Figure 1. Zoomed window (run 1).
The bar under the picture is 20 um long. Region (31, 53) to (81, 103) um. Cells in grey, sequential cells in the stronger grey; small squares are vias.
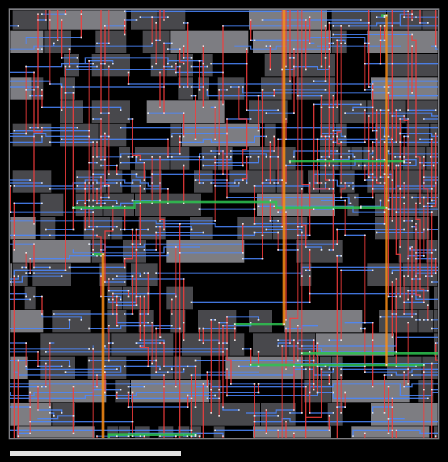
Figure 2. Signal wires on met1 (run 1).
The bar under the picture is 20 um long.
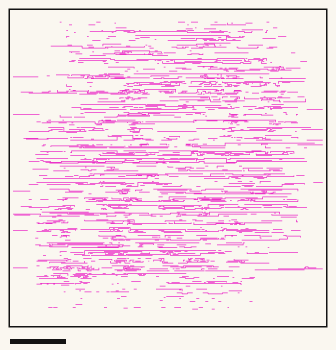
Figure 3. Clock wiring as the flow saved it (run 1).
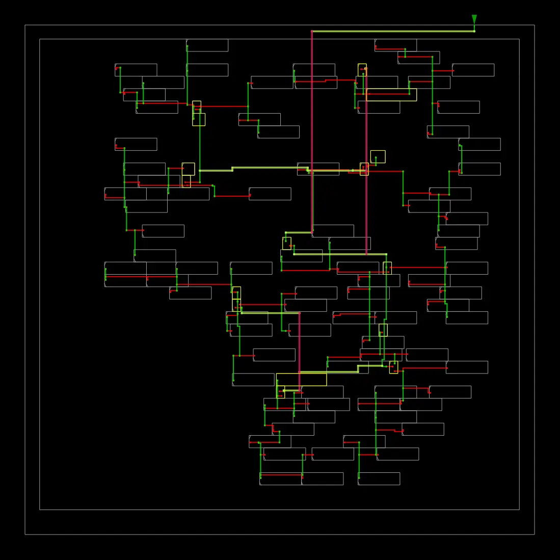
Figure 4. Ports around the boundary (run 1).
The bar under the picture is 20 um long. Pins as bars across the die edge, other pins in grey.
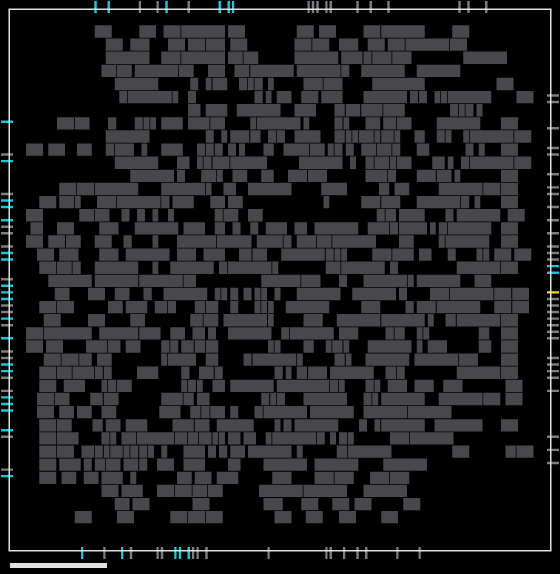
## config.mk

```make
export PLATFORM = sky130hd
export DESIGN_NAME = pipe_adder
export DESIGN_NICKNAME = d
export VERILOG_FILES = /design/src/rtl/pipe_adder.sv
export SDC_FILE = /design/constraint.sdc
export NUM_CORES = 1
export LEC_CHECK = 0
export ABC_CLOCK_PERIOD_IN_PS = 2900
export CAP_MARGIN = 20
export CORE_MARGIN = 3
export CORE_UTILIZATION = 44
export CTS_BUF_LIST = sky130_fd_sc_hd__clkbuf_2
export DETAILED_ROUTE_END_ITERATION = 10
export GPL_TIMING_DRIVEN = 0
export PLACE_DENSITY_LB_ADDON = 0.15
export SLEW_MARGIN = 10
export SYNTH_ARGS = -nofsm -noshare
export SYNTH_HDL_FRONTEND = slang
export SYNTH_SLANG_ARGS = --single-unit
```

## constraint.sdc

```tcl
create_clock -name CLK -period 2.9 [get_ports CLK]
set_input_delay 0.58 -clock CLK [delete_from_list [all_inputs] [get_ports CLK]]
set_output_delay 0.58 -clock CLK [all_outputs]
set_load 0.05 [all_outputs]
```

## src/rtl/pipe_adder.sv

```systemverilog
// pipe_adder: pipelined add/subtract unit. Carry ripples one WIDTH/STAGES-bit chunk per
// stage with a valid/ready handshake on both sides. Revision 1.0.
`default_nettype none

module pipe_adder #(
  parameter int WIDTH  = 32,
  parameter int STAGES = 2
) (
  input  logic             CLK,
  input  logic             RST,
  input  logic             IN_VALID,
  output logic             IN_READY,
  input  logic [WIDTH-1:0] A,
  input  logic [WIDTH-1:0] B,
  input  logic             SUB,
  output logic             OUT_VALID,
  input  logic             OUT_READY,
  output logic [WIDTH-1:0] RSLT,
  output logic             COUT,
  output logic             OVF,
  output logic             ZERO
);

  localparam int C = WIDTH / STAGES;

  // Index k holds what enters stage k; index k+1 is what stage k registered.
  logic [WIDTH-1:0] a_s [STAGES];
  logic [WIDTH-1:0] b_s [STAGES];
  logic [WIDTH-1:0] r_s [STAGES+1];
  logic [STAGES:0]  c_s;
  logic [STAGES:0]  v_s;
  logic [STAGES:0]  adv;

  assign a_s[0] = A;
  assign b_s[0] = SUB ? ~B : B;
  assign r_s[0] = '0;
  assign c_s[0] = SUB;
  assign v_s[0] = IN_VALID;

  always_comb begin
    adv[STAGES] = OUT_READY;
    for (int k = STAGES - 1; k >= 0; k--) begin
      adv[k] = !v_s[k+1] || adv[k+1];
    end
  end

  assign IN_READY  = adv[0];
  assign OUT_VALID = v_s[STAGES];
  assign RSLT      = r_s[STAGES];
  assign COUT      = c_s[STAGES];

  for (genvar k = 0; k < STAGES; k++) begin : g_stage
    logic [C:0]       sum_w;
    logic [WIDTH-1:0] r_d;
    logic             v_q;
    logic             c_q;
    logic [WIDTH-1:0] r_q;

    assign sum_w = {1'b0, a_s[k][k*C +: C]} + {1'b0, b_s[k][k*C +: C]} + {{C{1'b0}}, c_s[k]};

    always_comb begin
      r_d = r_s[k];
      r_d[k*C +: C] = sum_w[C-1:0];
    end

    // Data only loads with a real beat so idle stages keep their last contents.
    always_ff @(posedge CLK or posedge RST) begin
      if (RST) begin
        v_q <= 1'b0;
        c_q <= 1'b0;
        r_q <= '0;
      end else if (adv[k]) begin
        v_q <= v_s[k];
        if (v_s[k]) begin
          c_q <= sum_w[C];
          r_q <= r_d;
        end
      end
    end

    assign v_s[k+1] = v_q;
    assign c_s[k+1] = c_q;
    assign r_s[k+1] = r_q;

    if (k < STAGES - 1) begin : g_fwd
      logic [WIDTH-1:0] a_q;
      logic [WIDTH-1:0] b_q;

      always_ff @(posedge CLK or posedge RST) begin
        if (RST) begin
          a_q <= '0;
          b_q <= '0;
        end else if (adv[k] && v_s[k]) begin
          a_q <= a_s[k];
          b_q <= b_s[k];
        end
      end

      assign a_s[k+1] = a_q;
      assign b_s[k+1] = b_q;
    end else begin : g_last
      logic ovf_d;
      logic zero_d;
      logic ovf_q;
      logic zero_q;

      assign ovf_d  = (a_s[k][WIDTH-1] == b_s[k][WIDTH-1]) && (r_d[WIDTH-1] != a_s[k][WIDTH-1]);
      assign zero_d = ~|r_d;

      always_ff @(posedge CLK or posedge RST) begin
        if (RST) begin
          ovf_q  <= 1'b0;
          zero_q <= 1'b0;
        end else if (adv[k] && v_s[k]) begin
          ovf_q  <= ovf_d;
          zero_q <= zero_d;
        end
      end

      assign OVF  = ovf_q;
      assign ZERO = zero_q;
    end
  end

endmodule

`default_nettype wire

```

==> changes_impl.md, run 1 <==
### Metrics

- Global-route congestion overflow total: 0
- Fraction of area in registers: 33.4%
- Post-synthesis share of cell area spent on and-or and or-and gates: 15.1%
- Number of flip-flops in the largest register: 32
- Yosys synthesis warning count: 0
- Status: finished, final reports clean
- Cell types occupying the most area after synthesis: sky130_fd_sc_hd__dfrtp_1 44%, sky130_fd_sc_hd__mux2_2 8.7%, sky130_fd_sc_hd__ha_1 7.6%
- Post-synthesis share of cell area spent on xor and xnor gates: 10.1%
- Mean number of vias per cell: 5.21
- Total detailed-routing wirelength: 11,400 um
- Init Core Util: 45.3%
- Max rail drop VDD: 0.000551 V
- Total die size: 0.0125 mm2
- Signed area change from the synthesized netlist to the final layout: 30.6%
- ClkCell Share: 2.16%
- Worst-path clk slew: 250 ps
- Cells resized by post-CTS repair: 4
- Number of violations of the max-capacitance limit: 0
- Total tool warning count: 27
- Inserted Diodes: 0
- Clock buffer instance count of the final layout: 11
- # Post-CTS Setup Buffers: 3
- Post-synthesis cell count: 465
- Net count after synthesis: 567
- R2r endpoint: ZERO$_DFFE_PP0P_
- DRT iter0 DRCs: 150
- Routing layer with the top usage in global route: met2
- Wire per inst: 15.5 um
- Number of buffers outside the clock class in the layout: 128
- Register-to-Register Setup Slack: 40 ps
- Arrival time reported for the critical path endpoint: 3360 ps
- Met1 GRT Util: 28.1%
Back to the opening pictures, Figure 1:
metal 3: in green. metal 4: in orange. metal 1: in blue. metal 2: in red.
Sequential cells in the window: 22. Most frequent: dfrtp_1 (22), nand2_1 (16). 166 logic cells have their middle in the window. Netlist names of flops here include g_stage.g_fwd.b_q (9), g_stage.g_fwd.a_q (8), RSLT (4).

Back to the opening pictures, Figure 2:
The layer carries 5,760 um of wire. The longest straight run is 47.8 um. The wires run mostly horizontal.

Back to the opening pictures, Figure 3:
P_clk: 703 uW
final clock skew: 30.6 ps
number of buffers created by CTS: 9

Back to the opening pictures, Figure 4:
B: in cyan, pins 32, direction input, edge 19 left, 6 top, 5 bottom, 2 right. COUT: in yellow, pins 1, direction output, edge right.
All pins by edge: 34 left, 32 right, 20 bottom, 20 top.
number of port buffers: 104
die x size: 112 um
Die Y-Extent: 112 um

==> run 1: per-stage QoR <==
step	hold WS [ps]	cells	util, %	setup TNS [ps]
2_1_floorplan	456	465	-	0
3_3_place_gp	463	709	57.1	-103670
3_5_place_dp	471	710	57.3	-2630
4_1_cts	340	729	59.0	0
5_1_grt	349	731	59.2	-236
6_report	353	731	59.2	0
==> run 1: report_power, final <==
| part | internal [uW] | switching, uW | total (uW) | leakage, uW |
|---|---|---|---|---|
| combinational | 1070 | 1600 | 2670 | 0.00160 |
| sequential | 1540 | 228 | 1770 | 0.00104 |
| clock | 293 | 410 | 703 | 0.0000784 |
Figure 5. Sequential cells coloured by netlist name (run 1).
The bar under the picture is 20 um long. Other sequential cells in the stronger grey, the rest of the logic in the fainter grey.
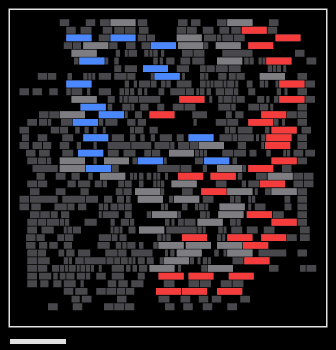

## Run 2: what changed since run 1
--- a/config.mk
+++ b/config.mk
@@ -13,6 +13,7 @@
 export DETAILED_ROUTE_END_ITERATION = 10
 export GPL_TIMING_DRIVEN = 0
 export PLACE_DENSITY_LB_ADDON = 0.15
+export REMOVE_ABC_BUFFERS = 1
 export SLEW_MARGIN = 10
 export SYNTH_ARGS = -nofsm -noshare
 export SYNTH_HDL_FRONTEND = slang
Figure 6. Sequential cells coloured by netlist name (run 2).
The bar under the picture is 20 um long. Other sequential cells in the stronger grey, the rest of the logic in the fainter grey.
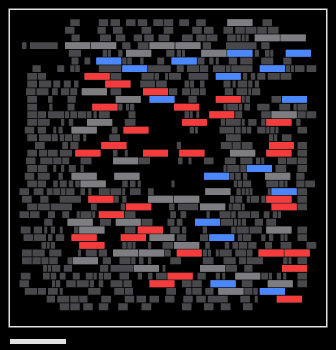
g_stage.g_fwd.b_q: in blue, flops 16. RSLT: in red, flops 32.
Another 38 sequential cells are not coloured.

==> run 2 against run 1 <==
- register-to-register slack about the same
- count of clock-buffer cells in the layout unchanged
- combinational power down 1%
- critical path type unchanged
- sequential power about the same
- critical endpoint unchanged
- largest power group unchanged
- synthesized area unchanged
- highest routed layer unchanged
- clock skew down 2.3 ps
==> changes_impl.md, run 2 <==
### Metrics

- Total GRT Usage: 17.5%
- # Post-CTS Setup Buffers: 3
- Total tool warning count: 27
- Worst-path clk slew: 240 ps
- Number of port buffers: 105
- H-Tree Level Count: 3
- Routing layer with the top usage in global route: met2
- Yosys synthesis warning count: 0
- Total detailed-routing wirelength: 10,800 um
- Global-route congestion overflow total: 0
- Signed area change from the synthesized netlist to the final layout: 28.8%
- Final clock skew: 28.3 ps
- Area taken by flip-flops and latches: 0.00215 mm2
- Final sum of negative setup slack: 0 ps
- Final count of hold timing violations: 0
- Number of violations of the max-capacitance limit: 0
- Main power-consuming group: combinational cells
- Cell count along the critical path: 10
- Met1 GRT Util: 21.5%
- Post-synthesis cell count: 465
- Arrival time reported for the critical path endpoint: 3370 ps
- Power consumed by sequential cells: 1770 uW
- Init Core Util: 45.3%
- Max rail drop VDD: 0.000397 V
- Status: finished, final reports clean
- Number of flip-flops in the largest register: 32
- Dominant synthesized flop cell: sky130_fd_sc_hd__dfrtp_1
- P_clk: 604 uW
- R2r endpoint: ZERO$_DFFE_PP0P_
- Die Y-Extent: 112 um
- Count of non-filler cells in the finished layout: 718
- Internal power summed over all cells: 2800 uW
- Placed cells: 695
- Number of clock sinks: 86
- Die x size: 112 um
- Combinational power share: 52.6%
- Antenna Nets Post-Route: 0
- Initial antenna violation count: 1
- Part of the power in registers: 35.4%
run 2: cell counts after synthesis:
No cell type changed its count.
run 2: kinds of logic after synthesis:
family / Yosys count / share of synthesized area, %
AND-OR/OR-AND: 110 / 15.1
XOR/XNOR: 56 / 10.1
adder cells (fa/ha/maj): 33 / 8.83
buffers and inverters: 24 / 2.08
flip-flops: 86 / 43.6
multiplexers: 39 / 8.90
AND/OR/NAND/NOR: 117 / 11.4
run 2: final cells by class:
| type | instances | share of cell area (%) |
|---|---|---|
| Tap cell | 140 | 2.76 |
| Timing Repair Buffer | 114 | 18.2 |
| Multi-Input combinational cell | 355 | 43.1 |
| Clock inverter | 5 | 0.788 |
| Sequential cell | 86 | 33.9 |
| Clock buffer | 11 | 0.866 |
| Antenna cell | 1 | 0.0394 |
| Inverter | 6 | 0.394 |
Figure 7. Signal wires on met1 (run 2).
The bar under the picture is 20 um long.
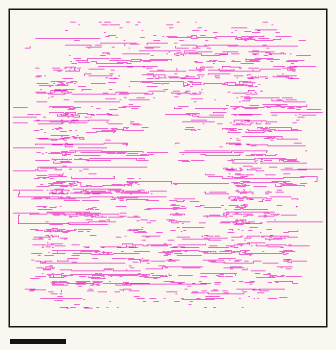

## Run 3: what changed since run 2
--- a/config.mk
+++ b/config.mk
@@ -5,7 +5,7 @@
 export SDC_FILE = /design/constraint.sdc
 export NUM_CORES = 1
 export LEC_CHECK = 0
-export ABC_CLOCK_PERIOD_IN_PS = 2900
+export ABC_CLOCK_PERIOD_IN_PS = 2440
 export CAP_MARGIN = 20
 export CORE_MARGIN = 3
 export CORE_UTILIZATION = 44
==> constraint.sdc (replaced) <==
create_clock -name CLK -period 2.44 [get_ports CLK]
set_input_delay 0.488 -clock CLK [delete_from_list [all_inputs] [get_ports CLK]]
set_output_delay 0.488 -clock CLK [all_outputs]
set_load 0.01 [all_outputs]
Figure 8. Signal wires on met1 (run 3).
The bar under the picture is 20 um long.
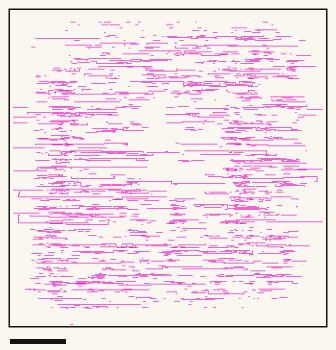
The layer holds 44% of the routed length. The wires run mostly horizontal. The longest straight run is 38.6 um.

==> run 3 against run 2 <==
- the flow now finishes with violations (setup timing)
- via count increased by 0.35%
- total power increased by 5.0%
- die area unchanged
- routed wire length increased by 1.8%
- count of clock-buffer cells in the layout unchanged
- worst hold slack got worse by 76 ps
- critical endpoint unchanged
- largest cell class unchanged
- highest routed layer unchanged
==> changes_impl.md, run 3 <==
### Metrics

- Status: finished with violations
- Violated checks: setup timing
- Global-route congestion overflow total: 0
- Wire per inst: 15.1 um
- Init Core Util: 45.3%
- Number of clock sinks: 86
- Total net switching power: 1870 uW
- Setup ws final: -389 ps
- Mean number of vias per cell: 5.19
- P_clk: 715 uW
- Area taken by flip-flops and latches: 0.00215 mm2
- Post-synthesis cell count: 465
- Fraction of area in registers: 33.3%
- Total setup violations reported at the end of the flow: 7
- Tapcell count: 140
- H-Tree Level Count: 3
- Number of flip-flops in the largest register: 32
- Worst-path clk slew: 230 ps
- Final sum of negative setup slack: -1530 ps
- Post-synthesis share of cell area spent on and-or and or-and gates: 15.1%
- Share of the core filled with cells in the final layout: 59.3%
- Placed cells: 695
- Hold slack: 297 ps
- Number of buffers created by CTS: 9
- Combinational power share: 46.4%
- # Post-CTS Setup Buffers: 8
- R2r endpoint: ZERO$_DFFE_PP0P_
- DRT iter0 DRCs: 131
- Dominant non-sequential cell family after synthesis: AND-OR/OR-AND gates
- Share of cell area taken by multi-input logic gates: 43.1%
- Max rail drop VDD: 0.000327 V
- Power consumed by sequential cells: 2100 uW
- Post-synthesis share of cell area spent on xor and xnor gates: 10.1%
- Main power-consuming group: combinational cells
- Clock buffer instance count of the final layout: 11
- Arrival time reported for the critical path endpoint: 3330 ps
- Register-to-Register Setup Slack: -390 ps
- Non-clk invs: 6
run 3: worst register-to-register path: stages (launching register included):
cell	delay [ps]
sky130_fd_sc_hd__dfrtp_1	450
sky130_fd_sc_hd__fa_2	420
sky130_fd_sc_hd__fa_2	400
sky130_fd_sc_hd__a211oi_4	250
sky130_fd_sc_hd__o21ai_2	110
sky130_fd_sc_hd__a311oi_2	380
sky130_fd_sc_hd__o31ai_2	110
sky130_fd_sc_hd__a21oi_2	190
sky130_fd_sc_hd__xor2_1	220
sky130_fd_sc_hd__nand4_1	120
sky130_fd_sc_hd__o21ai_1	120
run 3: metal layers:
layer  GRT usage, %  vias up  wire length [um]
met2           31.2       75              5510
met4           7.87        0               232
met5              0        -                 0
met1           21.8     1789              4820
li1               -     1898                 -
met3           2.55       13               423
No activity file was given, so power comes from the tool's default toggle rates.
